### config.mk
export PLATFORM = sky130hd
export DESIGN_NAME = ras_verifier
export DESIGN_NICKNAME = d
export VERILOG_FILES = /design/src/rtl/ras_verifier.sv
export SDC_FILE = /design/constraint.sdc
export NUM_CORES = 1
export LEC_CHECK = 0
export ABC_AREA = 1
export CORE_MARGIN = 4
export CORE_UTILIZATION = 25
export CTS_BUF_LIST = sky130_fd_sc_hd__clkbuf_16
export CTS_CLUSTER_DIAMETER = 40
export CTS_CLUSTER_SIZE = 40
export DETAILED_ROUTE_END_ITERATION = 16
export GPL_TIMING_DRIVEN = 1
export PLACE_DENSITY = 0.51
export SLEW_MARGIN = 0
export SYNTH_ARGS = -nofsm -noshare
export SYNTH_HDL_FRONTEND = slang
export SYNTH_SLANG_ARGS = --single-unit
export TNS_END_PERCENT = 50
### constraint.sdc
create_clock -name s_clk_i -period 3.4 [get_ports s_clk_i]
set_clock_uncertainty 0.1 [all_clocks]
set_input_delay 0.34 -clock s_clk_i [delete_from_list [all_inputs] [get_ports s_clk_i]]
set_output_delay 0.34 -clock s_clk_i [all_outputs]
set_load 0.005 [all_outputs]
### src/rtl/ras_verifier.sv
// Execute-side checker for return-address-stack predictions: queues popped
// predictions in order, compares them with resolved targets and keeps hit/miss statistics.
module ras_verifier #(
    parameter int unsigned DEPTH = 4,
    parameter int unsigned AW    = 31
) (
    input  logic                     s_clk_i,
    input  logic                     s_resetn_i,
    input  logic                     s_flush_i,
    input  logic                     s_pred_valid_i,
    input  logic [AW-1:0]            s_pred_addr_i,
    output logic                     s_pred_ready_o,
    input  logic                     s_res_valid_i,
    input  logic                     s_res_pred_i,
    input  logic [AW-1:0]            s_res_addr_i,
    output logic                     s_mispredict_o,
    output logic [AW-1:0]            s_correct_addr_o,
    output logic                     s_ras_inv_o,
    output logic                     s_err_o,
    output logic [$clog2(DEPTH):0]   s_count_o,
    output logic [15:0]              s_hit_cnt_o,
    output logic [15:0]              s_miss_cnt_o
);

    localparam int unsigned PW = $clog2(DEPTH);
    localparam int unsigned CW = PW + 1;

    localparam logic ST_RUN     = 1'b0;
    localparam logic ST_RECOVER = 1'b1;

    logic          r_state;
    logic          w_state_nxt;
    logic [PW-1:0] r_wptr;
    logic [PW-1:0] r_rptr;
    logic [CW-1:0] r_count;
    logic [AW-1:0] r_mem [DEPTH];
    logic          r_cmp_v;
    logic          r_cmp_miss;
    logic [AW-1:0] r_correct_addr;
    logic          r_err;
    logic [15:0]   r_hit_cnt;
    logic [15:0]   r_miss_cnt;

    logic          w_run;
    logic          w_enq;
    logic          w_deq;
    logic          w_err;
    logic          w_miss;
    logic [AW-1:0] w_head;

    assign w_head         = r_mem[r_rptr];
    assign s_pred_ready_o = (r_count != CW'(DEPTH)) && (r_state == ST_RUN);

    // Resolve decode and next state; flush overrides everything, a miss enters RECOVER.
    always_comb begin
        w_run       = 1'b0;
        w_enq       = 1'b0;
        w_deq       = 1'b0;
        w_err       = 1'b0;
        w_miss      = 1'b0;
        w_state_nxt = r_state;

        w_run  = (r_state == ST_RUN) && !s_flush_i;
        w_enq  = s_pred_valid_i && s_pred_ready_o && !s_flush_i;
        w_deq  = w_run && s_res_valid_i && s_res_pred_i && (r_count != '0);
        w_err  = w_run && s_res_valid_i && s_res_pred_i && (r_count == '0);
        w_miss = w_deq && (w_head != s_res_addr_i);

        case (r_state)
            ST_RUN:  if (w_miss) w_state_nxt = ST_RECOVER;
            default: w_state_nxt = ST_RUN;
        endcase
        if (s_flush_i) w_state_nxt = ST_RUN;
    end

    always_ff @(posedge s_clk_i) begin
        if (!s_resetn_i) r_state <= ST_RUN;
        else             r_state <= w_state_nxt;
    end

    // Pointers and count; younger predictions are wrong-path after a miss.
    always_ff @(posedge s_clk_i) begin
        if (!s_resetn_i || s_flush_i || w_miss) begin
            r_wptr  <= '0;
            r_rptr  <= '0;
            r_count <= '0;
        end else begin
            if (w_enq) r_wptr <= r_wptr + PW'(1);
            if (w_deq) r_rptr <= r_rptr + PW'(1);
            case ({w_enq, w_deq})
                2'b10:   r_count <= r_count + CW'(1);
                2'b01:   r_count <= r_count - CW'(1);
                default: r_count <= r_count;
            endcase
        end
    end

    always_ff @(posedge s_clk_i) begin
        if (w_enq) r_mem[r_wptr] <= s_pred_addr_i;
    end

    // Compare slot: the result of a dequeue is presented the following cycle.
    always_ff @(posedge s_clk_i) begin
        if (!s_resetn_i) begin
            r_cmp_v        <= 1'b0;
            r_cmp_miss     <= 1'b0;
            r_correct_addr <= '0;
            r_err          <= 1'b0;
        end else begin
            r_cmp_v    <= w_deq;
            r_cmp_miss <= w_miss;
            r_err      <= w_err;
            if (w_deq) r_correct_addr <= s_res_addr_i;
        end
    end

    always_ff @(posedge s_clk_i) begin
        if (!s_resetn_i) begin
            r_hit_cnt  <= '0;
            r_miss_cnt <= '0;
        end else begin
            if (w_deq && !w_miss && (r_hit_cnt != 16'hFFFF)) r_hit_cnt  <= r_hit_cnt + 16'd1;
            if (w_miss && (r_miss_cnt != 16'hFFFF))          r_miss_cnt <= r_miss_cnt + 16'd1;
        end
    end

    assign s_mispredict_o   = r_cmp_v && r_cmp_miss;
    assign s_ras_inv_o      = r_cmp_v && r_cmp_miss;
    assign s_correct_addr_o = r_correct_addr;
    assign s_err_o          = r_err;
    assign s_count_o        = r_count;
    assign s_hit_cnt_o      = r_hit_cnt;
    assign s_miss_cnt_o     = r_miss_cnt;

endmodule

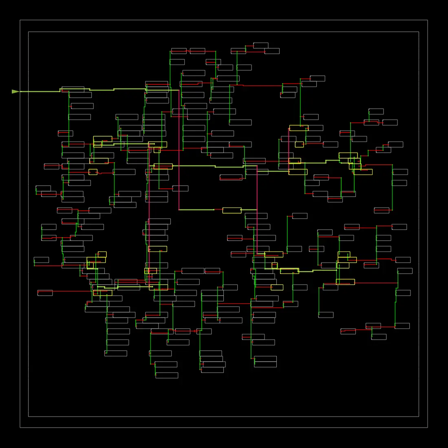
Fig. 1. The clock network (run 1).
Clock net power: 2.11 mW
registers: 200
CLK BUF: 17

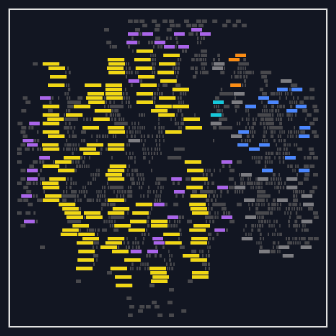
Fig. 2. Register map, names as in the netlist (run 1).
Other sequential cells in the stronger grey, the rest of the logic in the fainter grey.
| colour | name in the netlist | sequential cells |
|---|---|---|
| orange | s_count_o | 3 |
| yellow | r_mem | 124 |
| purple | s_correct_addr_o | 31 |
| blue | s_miss_cnt_o | 16 |
| cyan | r_rptr | 2 |

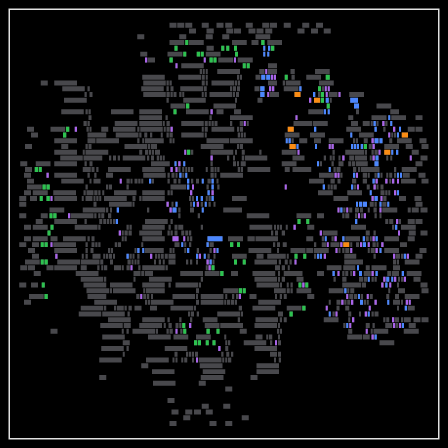
Fig. 3. Gate-type map (run 1).
| colour | family | cells |
|---|---|---|
| blue | NOR gates | 117 |
| green | inverting AOI/OAI gates | 68 |
| purple | inverters | 128 |
| orange | XOR/XNOR gates | 7 |

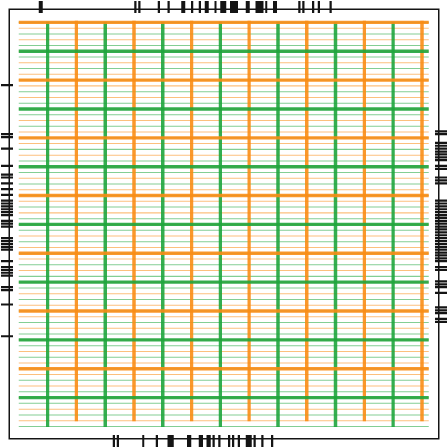
Fig. 4. Supply network (run 1).
Pins as bars on the die edge.
| colour | net |
|---|---|
| orange | VDD |
| green | VSS |
met4 straps: 14
met1 rails: 71
met5 straps: 14
rows: 70
signal pins: 138

==> results.tsv, run 1 <==
stage	metric	value	unit
outcome	status	completed	
cts	clk_latency	0.46	ns
finish	layout.clock.cell_area_share	5.158	%
floorplanning	rows	70	
setup_path	cp-end-kind	flip-flop	
timing	hold_viol	0	
finish	utilization	32.11	%
finish	final_cell_mix	nand2_1, clkdlybuf4s50_1, nand3_1	
route	dr.pass1.iters	5	
global_routing	antenna_found_initial	0	
synth	edf_count	124	
synth	xor_share	0.6538	%
setup_path	cp_num_buf_inv	1	
finish	sh_comb_area	28.82	%
synth	synthArstFlopShare	0	%
setup_path	crit_family	simple AND/OR/NAND/NOR gates	
synth	yosysUniqueCellTypes	31	
finish	fillers	3843	
placed_design	placed_cells	1690	
finish	final-comb-area	3405	sq um
synth	aoi_share	3.642	%
placed_design	place.gp.congestion	0.8246	
synth	top_cell	nand2_1	
cts	tritoncts	yes	
global_routing	grt_use_met1	17.05	%
synth	syn_inst	1116	
floorplanning	dieArea	40670	sq um
power_and_ir_drop	p_int	3.758	mW
flow_run	openroad.warnings	31	
route	wl	26.80	mm
global_routing	busiest_layer	met2	
finish	nNonClkBuffers	149	
synth	yosysTopAreaCell	edfxtp_1	
route	drtAntennaViolNets	0	
finish	buffer_area_share	12.54	%
finish	multi_input_comb_cells	745	
synth	yosys-top-cells-area	edfxtp_1, dfxtp_1, nand2_1, nand3_1, inv_1	
==> run 2: changes to the inputs <==
==> constraint.sdc (replaced) <==
create_clock -name s_clk_i -period 2.7 [get_ports s_clk_i]
set_clock_uncertainty 0.1 [all_clocks]
set_input_delay 0.27 -clock s_clk_i [delete_from_list [all_inputs] [get_ports s_clk_i]]
set_output_delay 0.27 -clock s_clk_i [all_outputs]
set_load 0.005 [all_outputs]
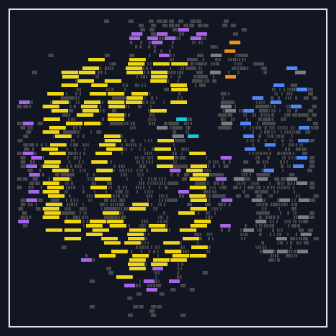
Fig. 5. Register map, names as in the netlist (run 2).
Other sequential cells in the stronger grey, the rest of the logic in the fainter grey.
| colour | name in the netlist | sequential cells |
|---|---|---|
| blue | s_miss_cnt_o | 16 |
| orange | s_count_o | 3 |
| purple | s_correct_addr_o | 31 |
| cyan | r_rptr | 2 |
| yellow | r_mem | 124 |
not coloured: 24
Layout Utilization: 32.56%
P_seq: 3.29 mW
Sequential Area: 5246 sq um
sequential share of cell area: 43.80%

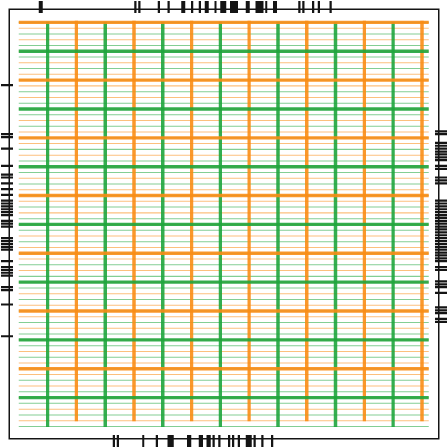
Fig. 6. Supply network (run 2).
Pins as bars on the die edge.
| colour | net |
|---|---|
| orange | VDD |
| green | VSS |
met5 straps: 14
signal pins: 138
met1 rails: 71
met4 straps: 14
Die X: 201.7 um
die y size: 201.7 um
Core Box Area: 36,790 sq um

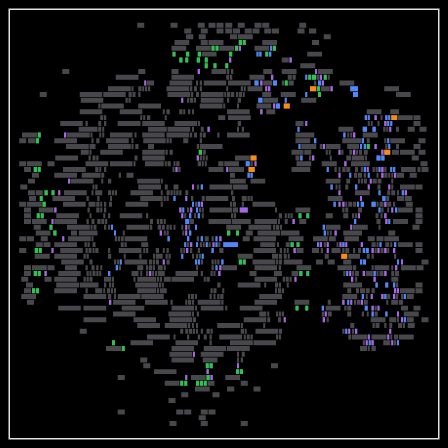
Fig. 7. Gate-type map (run 2).
| colour | family | cells |
|---|---|---|
| blue | NOR gates | 117 |
| green | inverting AOI/OAI gates | 68 |
| orange | XOR/XNOR gates | 7 |
| purple | inverters | 128 |

==> results.tsv, run 2 <==
stage	metric	value	unit	change
outcome	status	completed		
placed_design	placed_cells	1697		+0.41%
synth	edf_count	124		unchanged
synth	top_cell	nand2_1		
global_routing	antenna_found_initial	2		+2
cts	post_cts_buffers	0		
power_and_ir_drop	p_int	4.726	mW	+26%
flow_run	openroad.warnings	32		+3.2%
finish	multi_input_comb_cells	745		unchanged
setup_path	crit_family	simple AND/OR/NAND/NOR gates		
power_and_ir_drop	swShare	25.45	%	
setup_path	cp_num_buf_inv	3		+2
route	dr.pass1.iters	5		unchanged
global_routing	track_usage	13.03	%	
timing	rsz0062_at_grt	false		
timing	hold_viol	0		unchanged
route	drtAntennaViolNets	0		unchanged
synth	yosys-top-cells-area	edfxtp_1, dfxtp_1, nand2_1, nand3_1, inv_1		
power_and_ir_drop	powerClk	2.62	mW	+24%
cts	cts_root_buf	clkbuf_16		
synth	xor_share	0.6538	%	unchanged
finish	sh_comb_area	28.49	%	-0.33 points
power_and_ir_drop	ir_worst_vdd	343.0	uV	
floorplanning	rows	70		unchanged
finish	layout.clock.cell_area_share	5.004	%	-0.15 points
power_and_ir_drop	p_sw	1.613	mW	
synth	syn_inst	1116		unchanged
finish	final_cell_mix	nand2_1, clkdlybuf4s50_1, nand3_1		
floorplanning	dieArea	40670	sq um	unchanged
cts	clk_latency	0.46	ns	about the same
global_routing	grt_use_met1	16.99	%	-0.060 points
finish	fillers	3786		-1.5%
finish	final-comb-area	3412	sq um	+0.22%
synth	yosysTopAreaCell	edfxtp_1		
global_routing	busiest_layer	met2		
finish	buffer_area_share	13.75	%	+1.2 points
synth	yosysUniqueCellTypes	31		unchanged
finish	nClkBuffers	17		unchanged
finish	nNonClkBuffers	156		+4.7%
synth	synthArstFlopShare	0	%	unchanged
cts	cts-hold-fix-buffers	0		
setup_path	critical_path_depth	17		
placed_design	dpl_worst_slack	0.02846	ns	
setup_path	cp-end-kind	flip-flop		
finish	flops	200		unchanged
route	met2_wirelength	12.88	mm	
placed_design	place.gp.congestion	0.8411		+2.0%
==> run 3: changes to the inputs <==
--- a/config.mk
+++ b/config.mk
@@ -13,6 +13,7 @@
 export CTS_CLUSTER_SIZE = 40
 export DETAILED_ROUTE_END_ITERATION = 16
 export GPL_TIMING_DRIVEN = 1
+export HOLD_SLACK_MARGIN = 0.1
 export PLACE_DENSITY = 0.51
 export SLEW_MARGIN = 0
 export SYNTH_ARGS = -nofsm -noshare
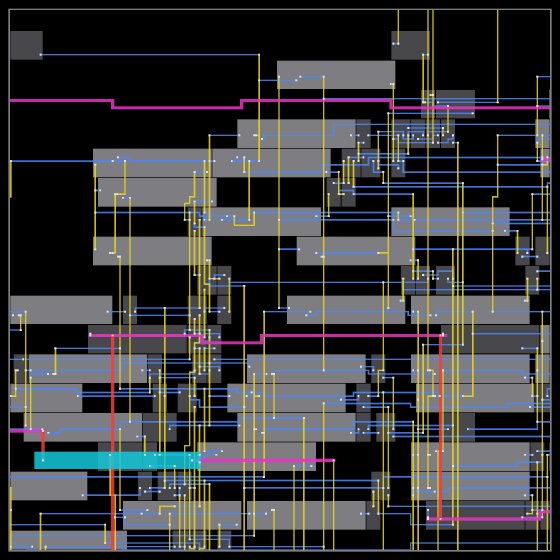
Fig. 8. Zoomed window (run 3).
Region (25, 126) to (75, 176) um. Cells in grey, sequential cells in the stronger grey; small squares are vias.
| colour | layer |
|---|---|
| blue | met1 |
| red | met4 |
| cyan | met5 |
| magenta | met3 |
| yellow | met2 |
cells with their middle in the window: 84
most frequent: nand2_1 (32), edfxtp_1 (27), nand3_1 (14)
netlist names of flops here include: r_mem (27)
sequential cells in the window: 27

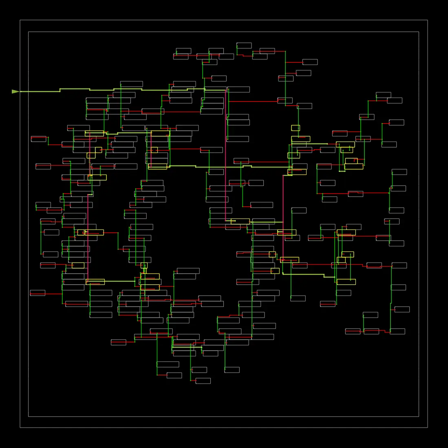
Fig. 9. The clock network (run 3).
total clock sinks: 200
Clock net power: 2.62 mW
total CTS buffers: 17
Clock Latency Late Sink: 0.46 ns

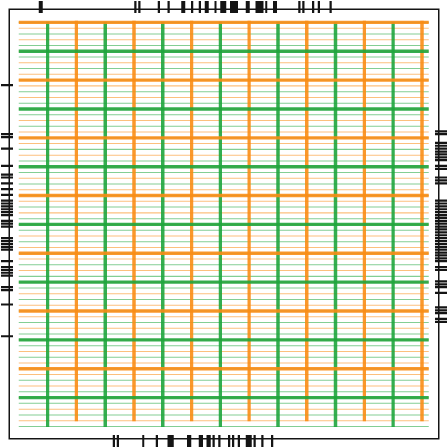
Fig. 10. Supply network (run 3).
Pins as bars on the die edge.
Peak VDD IR: 343.0 uV

==> results.tsv, run 3 <==
stage	metric	value	unit	change
outcome	status	completed		
floorplanning	design.core.area	36790	sq um	unchanged
placed_design	dpl_worst_slack	0.02846	ns	unchanged
setup_path	cp-start-kind	flip-flop		
setup_path	cp.arrival	2.72	ns	
finish	fin_area	11980	sq um	
cts	htreeDepth	4		
finish	final_cell_mix	nand2_1, clkdlybuf4s50_1, nand3_1		
synth	synthArstFlopShare	0	%	unchanged
global_routing	first_global_vias	7147		
timing	maxSlewHeadroom	66.12	%	
timing	period_minus_slack	2.484	ns	
synth	syn_area_per_cell	8.403	sq um	
power_and_ir_drop	p_int	4.726	mW	unchanged
route	top_layer_used	met5		
timing	setup_violations	0		
finish	nNonClkBuffers	156		unchanged
synth	syn_inst	1116		unchanged
finish	final-comb-area	3412	sq um	unchanged
synth	yosysTopAreaCell	edfxtp_1		
setup_path	path_cells	inv_8 > buf_4 > nand2_1 > nand3_1 > nand2_1 > nand2_1 > nand2_1 > inv_1 > nand2_1 > nor2_1 > nand2_1 > nor2_1 > nand2_2 > nand3_1 > nand2_1 > nand2_1 > nor2_1		
placed_design	hpwlAfterDp	18.69	mm	
setup_path	timing.rr.end	s_miss_cnt_o[5]		
finish	flops	200		unchanged
finish	final_cells	1729		
finish	layout.clock.cell_area_share	5.004	%	unchanged
route	wire_per_inst	15.43	um	
power_and_ir_drop	p_sw	1.613	mW	unchanged
setup_path	r2r_slack	0.22	ns	
global_routing	track_usage	13.03	%	unchanged
finish	utilization	32.56	%	unchanged
min_path	min_path_type	in -> reg		
global_routing	grt-ovfl-total	0		
timing	rsz0062_at_grt	false		
global_routing	met3_usage	3.417	%	
setup_path	critical_path_depth	17		unchanged
synth	edf_count	124		unchanged
global_routing	grt_use_met1	16.99	%	unchanged
timing	hold_viol	0		unchanged
global_routing	grtUsageMet2	21.85	%	
route	wl_met3	1.301	mm	
global_routing	grt_pass1_wl	40.75	mm	
floorplanning	die_y	201.7	um	unchanged
finish	seq_area	5246	sq um	unchanged
setup_path	critPathKind	reg -> reg		
power_and_ir_drop	power_frac_seq	51.9	%	
synth	yosys-top-cells-area	edfxtp_1, dfxtp_1, nand2_1, nand3_1, inv_1		
synth	top_cell	nand2_1		
cts	cts_root_buf	clkbuf_16		
finish	buffer_area_share	13.75	%	unchanged
setup_path	cp-end-kind	flip-flop		
power_and_ir_drop	pg_seq	3.29	mW	about the same
route	met2_wirelength	12.88	mm	unchanged
power_and_ir_drop	swShare	25.45	%	unchanged
floorplanning	dieArea	40670	sq um	unchanged
route	dr.pass1.iters	5		unchanged
timing	fin_crit_sh	91.99	%	
floorplanning	chipWidth	201.7	um	unchanged
synth	top_area_share	39.71	%	
cts	post_cts_buffers	0		unchanged
finish	diodes	0		
route	drtIter0Drc	368		
finish	nClkBuffers	17		unchanged
global_routing	busiest_layer	met2		
synth	yosysUniqueCellTypes	31		unchanged
placed_design	place.gp.congestion	0.8411		unchanged
cts	cts-hold-fix-buffers	0		unchanged
synth	xor_share	0.6538	%	unchanged
placed_design	placed_cells	1697		unchanged
floorplanning	fp-utilization	25.49	%	
finish	fillers	3786		unchanged
setup_path	cp_num_buf_inv	3		unchanged
finish	sh_comb_area	28.49	%	unchanged
setup_path	crit_family	simple AND/OR/NAND/NOR gates		
global_routing	antenna_found_initial	2		unchanged
route	drtAntennaViolNets	0		unchanged
flow_run	openroad.warnings	32		unchanged
finish	multi_input_comb_cells	745		unchanged
finish	sh_seq_area	43.80	%	unchanged
floorplanning	rows	70		unchanged
finish	fin_nets	1324		
Power figures rest on the tool's default switching activity, not on a simulated workload.
